route_heat.png
The die is cut into 16 by 16 equal tiles; white is low, dark blue is high, scaled to the fullest tile. Values are wire area over tile area, all layers added.
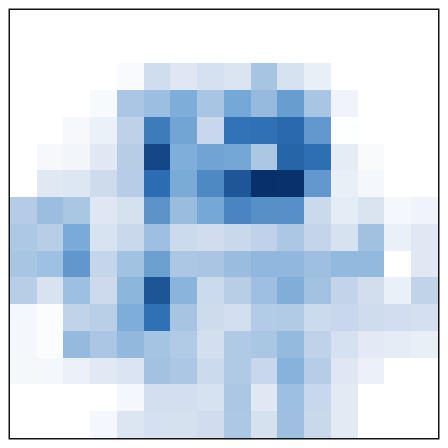
gates.png
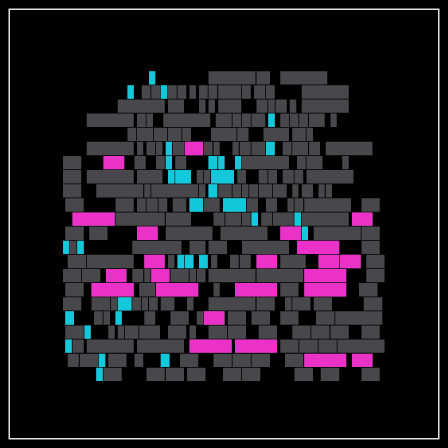
pinout.png
Bar = 20 um. Pins as bars across the die edge, other pins in grey.
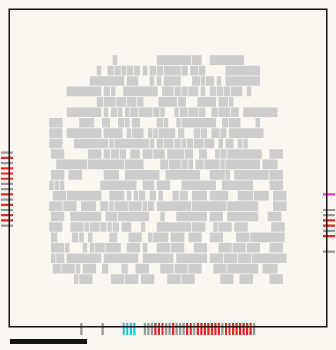
### src/rtl/uart_tx_arb.sv
`default_nettype none
// ============================================================================
// Module  : uart_tx_arb
// Purpose : Round-robin, message-locked arbiter sharing one UART transmitter.
// Revision: 1.0 - initial release
// ============================================================================
module uart_tx_arb #(
    parameter int N       = 4,
    parameter int TIMEOUT = 4096
) (
    input  logic           clk_i,
    input  logic           rst_ni,
    input  logic [N-1:0]   req_valid_i,
    input  logic [8*N-1:0] req_data_i,
    input  logic [N-1:0]   req_last_i,
    output logic [N-1:0]   req_ready_o,
    output logic [N-1:0]   grant_o,
    output logic           uart_wr_o,
    output logic [7:0]     uart_dat_o,
    input  logic           uart_bsy_i,
    output logic           timeout_o
);
    localparam int c_iw = $clog2(N);
    localparam int c_cw = $clog2(TIMEOUT + 1);
    localparam logic [c_cw-1:0] c_timeout = c_cw'(TIMEOUT);

    localparam logic [1:0] c_idle   = 2'd0;
    localparam logic [1:0] c_send   = 2'd1;
    localparam logic [1:0] c_guard1 = 2'd2;
    localparam logic [1:0] c_guard2 = 2'd3;

    logic [1:0]      state_q, state_d;
    logic [c_iw-1:0] owner_q, owner_d;
    logic [c_iw-1:0] last_q, last_d;
    logic [c_cw-1:0] cnt_q, cnt_d;
    logic            lastflag_q, lastflag_d;
    logic            wr_q, wr_d;
    logic [7:0]      dat_q, dat_d;
    logic            timeout_q, timeout_d;

    logic            w_found;
    logic [c_iw-1:0] w_pick;
    logic [c_iw-1:0] w_cand;
    logic            w_owner_valid;
    logic            w_accept;
    logic [c_cw-1:0] w_cnt_inc;
    logic            w_expire;

    // Search starts just past the previous owner so every requester gets a turn.
    always_comb begin
        w_found = 1'b0;
        w_pick  = '0;
        w_cand  = '0;
        for (int i = 1; i <= N; i++) begin
            w_cand = c_iw'((int'(last_q) + i) % N);
            if (!w_found && req_valid_i[w_cand]) begin
                w_found = 1'b1;
                w_pick  = w_cand;
            end
        end
    end

    assign w_owner_valid = req_valid_i[owner_q];
    assign w_accept      = (state_q == c_send) & w_owner_valid & ~uart_bsy_i;
    assign w_cnt_inc     = cnt_q + c_cw'(1);
    // A busy UART freezes the counter; only an absent owner can expire the lock.
    assign w_expire      = (state_q == c_send) & ~w_owner_valid & (w_cnt_inc == c_timeout);

    always_ff @(posedge clk_i or negedge rst_ni) begin
        if (!rst_ni) begin
            state_q    <= c_idle;
            owner_q    <= '0;
            last_q     <= c_iw'(N - 1);
            cnt_q      <= '0;
            lastflag_q <= 1'b0;
            wr_q       <= 1'b0;
            dat_q      <= '0;
            timeout_q  <= 1'b0;
        end else begin
            state_q    <= state_d;
            owner_q    <= owner_d;
            last_q     <= last_d;
            cnt_q      <= cnt_d;
            lastflag_q <= lastflag_d;
            wr_q       <= wr_d;
            dat_q      <= dat_d;
            timeout_q  <= timeout_d;
        end
    end

    always_comb begin
        state_d = state_q;
        case (state_q)
            c_idle:   if (w_found) state_d = c_send;
            c_send: begin
                if (w_accept)      state_d = c_guard1;
                else if (w_expire) state_d = c_idle;
            end
            c_guard1: state_d = c_guard2;
            c_guard2: state_d = lastflag_q ? c_idle : c_send;
            default:  state_d = c_idle;
        endcase
    end

    always_comb begin
        owner_d    = owner_q;
        last_d     = last_q;
        cnt_d      = cnt_q;
        lastflag_d = lastflag_q;
        wr_d       = 1'b0;
        dat_d      = dat_q;
        timeout_d  = 1'b0;
        case (state_q)
            c_idle: if (w_found) owner_d = w_pick;
            c_send: begin
                if (w_accept) begin
                    dat_d      = req_data_i[{owner_q, 3'b000} +: 8];
                    wr_d       = 1'b1;
                    lastflag_d = req_last_i[owner_q];
                    cnt_d      = '0;
                end else if (w_expire) begin
                    timeout_d = 1'b1;
                    last_d    = owner_q;
                    cnt_d     = '0;
                end else if (!w_owner_valid) begin
                    cnt_d = w_cnt_inc;
                end
            end
            c_guard2: if (lastflag_q) last_d = owner_q;
            default: ;
        endcase
    end

    always_comb begin
        grant_o     = '0;
        req_ready_o = '0;
        if (state_q != c_idle) grant_o[owner_q] = 1'b1;
        if (state_q == c_send) req_ready_o[owner_q] = w_accept;
    end

    assign uart_wr_o  = wr_q;
    assign uart_dat_o = dat_q;
    assign timeout_o  = timeout_q;

endmodule
`default_nettype wire
### config.mk
export PLATFORM = sky130hd
export DESIGN_NAME = uart_tx_arb
export DESIGN_NICKNAME = d
export VERILOG_FILES = /design/src/rtl/uart_tx_arb.sv
export SDC_FILE = /design/constraint.sdc
export NUM_CORES = 1
export LEC_CHECK = 0
export CAP_MARGIN = 20
export CORE_MARGIN = 10
export CORE_UTILIZATION = 50
export CTS_CLUSTER_DIAMETER = 50
export CTS_CLUSTER_SIZE = 25
export DETAILED_ROUTE_END_ITERATION = 8
export GPL_ROUTABILITY_DRIVEN = 0
export GPL_TIMING_DRIVEN = 0
export PLACE_DENSITY = 0.85
export SLEW_MARGIN = 5
export SYNTH_ARGS = -nofsm -noshare
export SYNTH_HDL_FRONTEND = slang
export SYNTH_SLANG_ARGS = --single-unit
### constraint.sdc
create_clock -name clk_i -period 6.3 [get_ports clk_i]
set_input_delay 1.26 -clock clk_i [delete_from_list [all_inputs] [get_ports clk_i]]
set_output_delay 1.26 -clock clk_i [all_outputs]
set_load 0.02 [all_outputs]
==> flow_summary.ini <==
; implementation run metrics
[final_timing]
drv_slew = 0
worst_pin_slew_ps = 665.7
relSlewSlack = 0.5562
period_needed_ps = 5002
clock_skew_ps = 5.724

[floorplanning]
die_area_um2 = 6796
rows = 22
core_um2 = 3716
io_pins = 61
die_w_um = 82.44
n_tap_cell = 48

[yosys]
yosys_warnings = 0
ys_sh_aoi = 0.1573
synth_cell_type_count = 45
logic_family = simple AND/OR/NAND/NOR gates
netlist_area_um2 = 1949
synthMuxAreaShare = 0.1893
ys_seq_frac = 0.3864
ys_chip_area_um2 = 1949
syn_avg_cell_area_um2 = 9.603

[power_and_ir_drop]
power_density_nw_per_um2 = 381.5

[run_status]
status = finished, final reports clean

[detailed_routing]
dr.pass1.iters = 4

[critical_path]
cp_max_fo = 10
path_class = in2out
cpMaxStageDelayCell = clkdlybuf4s50_1
cp_top_family = buffers and inverters
cp-end-kind = primary output

[finish]
clkbuf_count = 7
clock_cell_area_share = 0.02846
fillers = 286
layout-drive-gt1-share = 0.1222
nNonClkBuffers = 74
diodes = 0
seqCellArea_um2 = 753.2
nets = 315
inv_count = 4

[clock_tree]
cts_tree = yes
cts_buffers = 5
path_clk_slew_ps = 60

[placement]
post-place-ws_ps = 1272
dp_cells = 311
Back to the opening pictures, route_heat.png:
11% of the tiles are over half the peak. The emptiest ninth of the die: upper left. 29% of the tiles are nearly empty. The densest ninth of the die: centre. The mean over all tiles is 0.13. The fullest tile reaches 0.57.
routed wire length: 5392 um
routed len/inst: 16.96 um
gr usage total: 0.1743
via count: 1,817

Back to the opening pictures, gates.png:
mux cells: drawn in magenta, cells 23. nor cells: drawn in cyan, cells 32.
multi-input combinational area share: 0.4153
commonest non-fill, non-tap cell in the layout: clkdlybuf4s50_1
fin cells: 318

Back to the opening pictures, pinout.png:
req_data_i: drawn in red, pins 32, direction input, edge 21 bottom, 8 left, 3 right. req_valid_i: drawn in cyan, pins 4, direction input, edge bottom. uart_bsy_i: drawn in magenta, pins 1, direction input, edge right.
All pins by edge: 38 bottom, 15 left, 8 right.

-- flip-flops by register name (all words and copies together), names as in the netlist, named ones only --
signal / count
last_q: 2
lastflag_q: 1
uart_wr_o: 1
owner_q: 2
timeout_o: 1
cnt_q: 13
uart_dat_o: 8
state_q: 1
-- report_power, final --
part	internal, W	switching (W)
sequential	0.000257	0.0000388
clock	0.0000759	0.0000682
combinational	0.000279	0.000304
-- final timing paths --
kind / from / to / slack [ps] / depth (start not counted)
max: req_valid_i[3] / req_ready_o[3] / 1300 / 6
min reg2reg: uart_dat_o[1] / uart_dat_o[1] / 510 / 1
min: uart_dat_o[1] / uart_dat_o[1] / 510 / 1
min in group asynchronous: rst_ni / owner_q[1] / 1010 / 1
max in group asynchronous: rst_ni / uart_dat_o[1] / 4850 / 1
max reg2reg: cnt_q[3] / last_q[0] / 3720 / 7
-- layer usage --
layer | global-route usage | routed length [um] | vias up
li1 | - | - | 887
met1 | 0.2039 | 2165 | 860
met2 | 0.2970 | 2826 | 64
met3 | 0.04536 | 320 | 6
met4 | 0.06973 | 80 | 0
met5 | 0 | 0 | -
-- cell usage in the layout, fill, tap and decap left out, types with 3 or more instances in the layout --
| cell | n |
|---|---|
| a21oi_1 | 9 |
| nand2_1 | 19 |
| clkbuf_8 | 5 |
| o21ai_0 | 18 |
| nor2_1 | 20 |
| o31ai_1 | 3 |
| and2_1 | 4 |
| nor3_1 | 7 |
| clkdlybuf4s50_1 | 59 |
| mux4_2 | 10 |
| a31oi_1 | 3 |
| nand2b_1 | 4 |
| nand4_1 | 3 |
| dfrtp_1 | 28 |
| inv_1 | 4 |
| clkbuf_1 | 14 |
| a211oi_1 | 3 |
| nand3_1 | 8 |
| mux2_2 | 9 |
-- metrics by stage --
stage / hold slack (ps) / utilization / instance area [um^2]
floorplan: 458.2 / - / 1949
global placement: 486.8 / 0.7024 / 2610
detailed placement: 497.3 / 0.7010 / 2605
CTS: 511.5 / 0.7215 / 2681
global route: 534.5 / 0.7215 / 2681
finish: 507.2 / 0.7215 / 2681
-- cell usage after synthesis --
cell type	instances	area, um^2
dfrtp_1	28	700.7
nor2_1	20	75.07
nand2_1	19	71.32
o21ai_0	18	90.09
clkbuf_1	12	45.04
mux4_2	10	225.2
a21oi_1	9	45.04
mux2_2	9	101.4
nand3_1	8	40.04
nor3_1	7	35.03
and2_1	4	25.02
inv_1	4	15.01
nand2b_1	4	25.02
a211oi_1	3	22.52
a31oi_1	3	18.77
nand4_1	3	18.77
o31ai_1	3	22.52
a21boi_0	2	15.01
and3_1	2	12.51
buf_6	2	22.52
dfstp_2	2	52.55
ha_1	2	25.02
mux2_1	2	22.52
mux2i_1	2	20.02
nor3b_1	2	15.01
o211ai_1	2	15.01
o22ai_1	2	12.51
o41ai_1	2	17.52
a211o_1	1	8.760
a21o_1	1	7.510
a2bb2oi_1	1	8.760
and3b_1	1	8.760
and4_1	1	8.760
nor3b_2	1	12.51
nor4_2	1	12.51
nor4b_1	1	8.760
o2111ai_1	1	8.760
o21ai_1	1	5.000
o21ai_2	1	8.760
or2_1	1	6.260
or2_2	1	6.260
or3_1	1	6.260
or4_1	1	7.510
xnor2_1	1	8.760
xor2_1	1	8.760
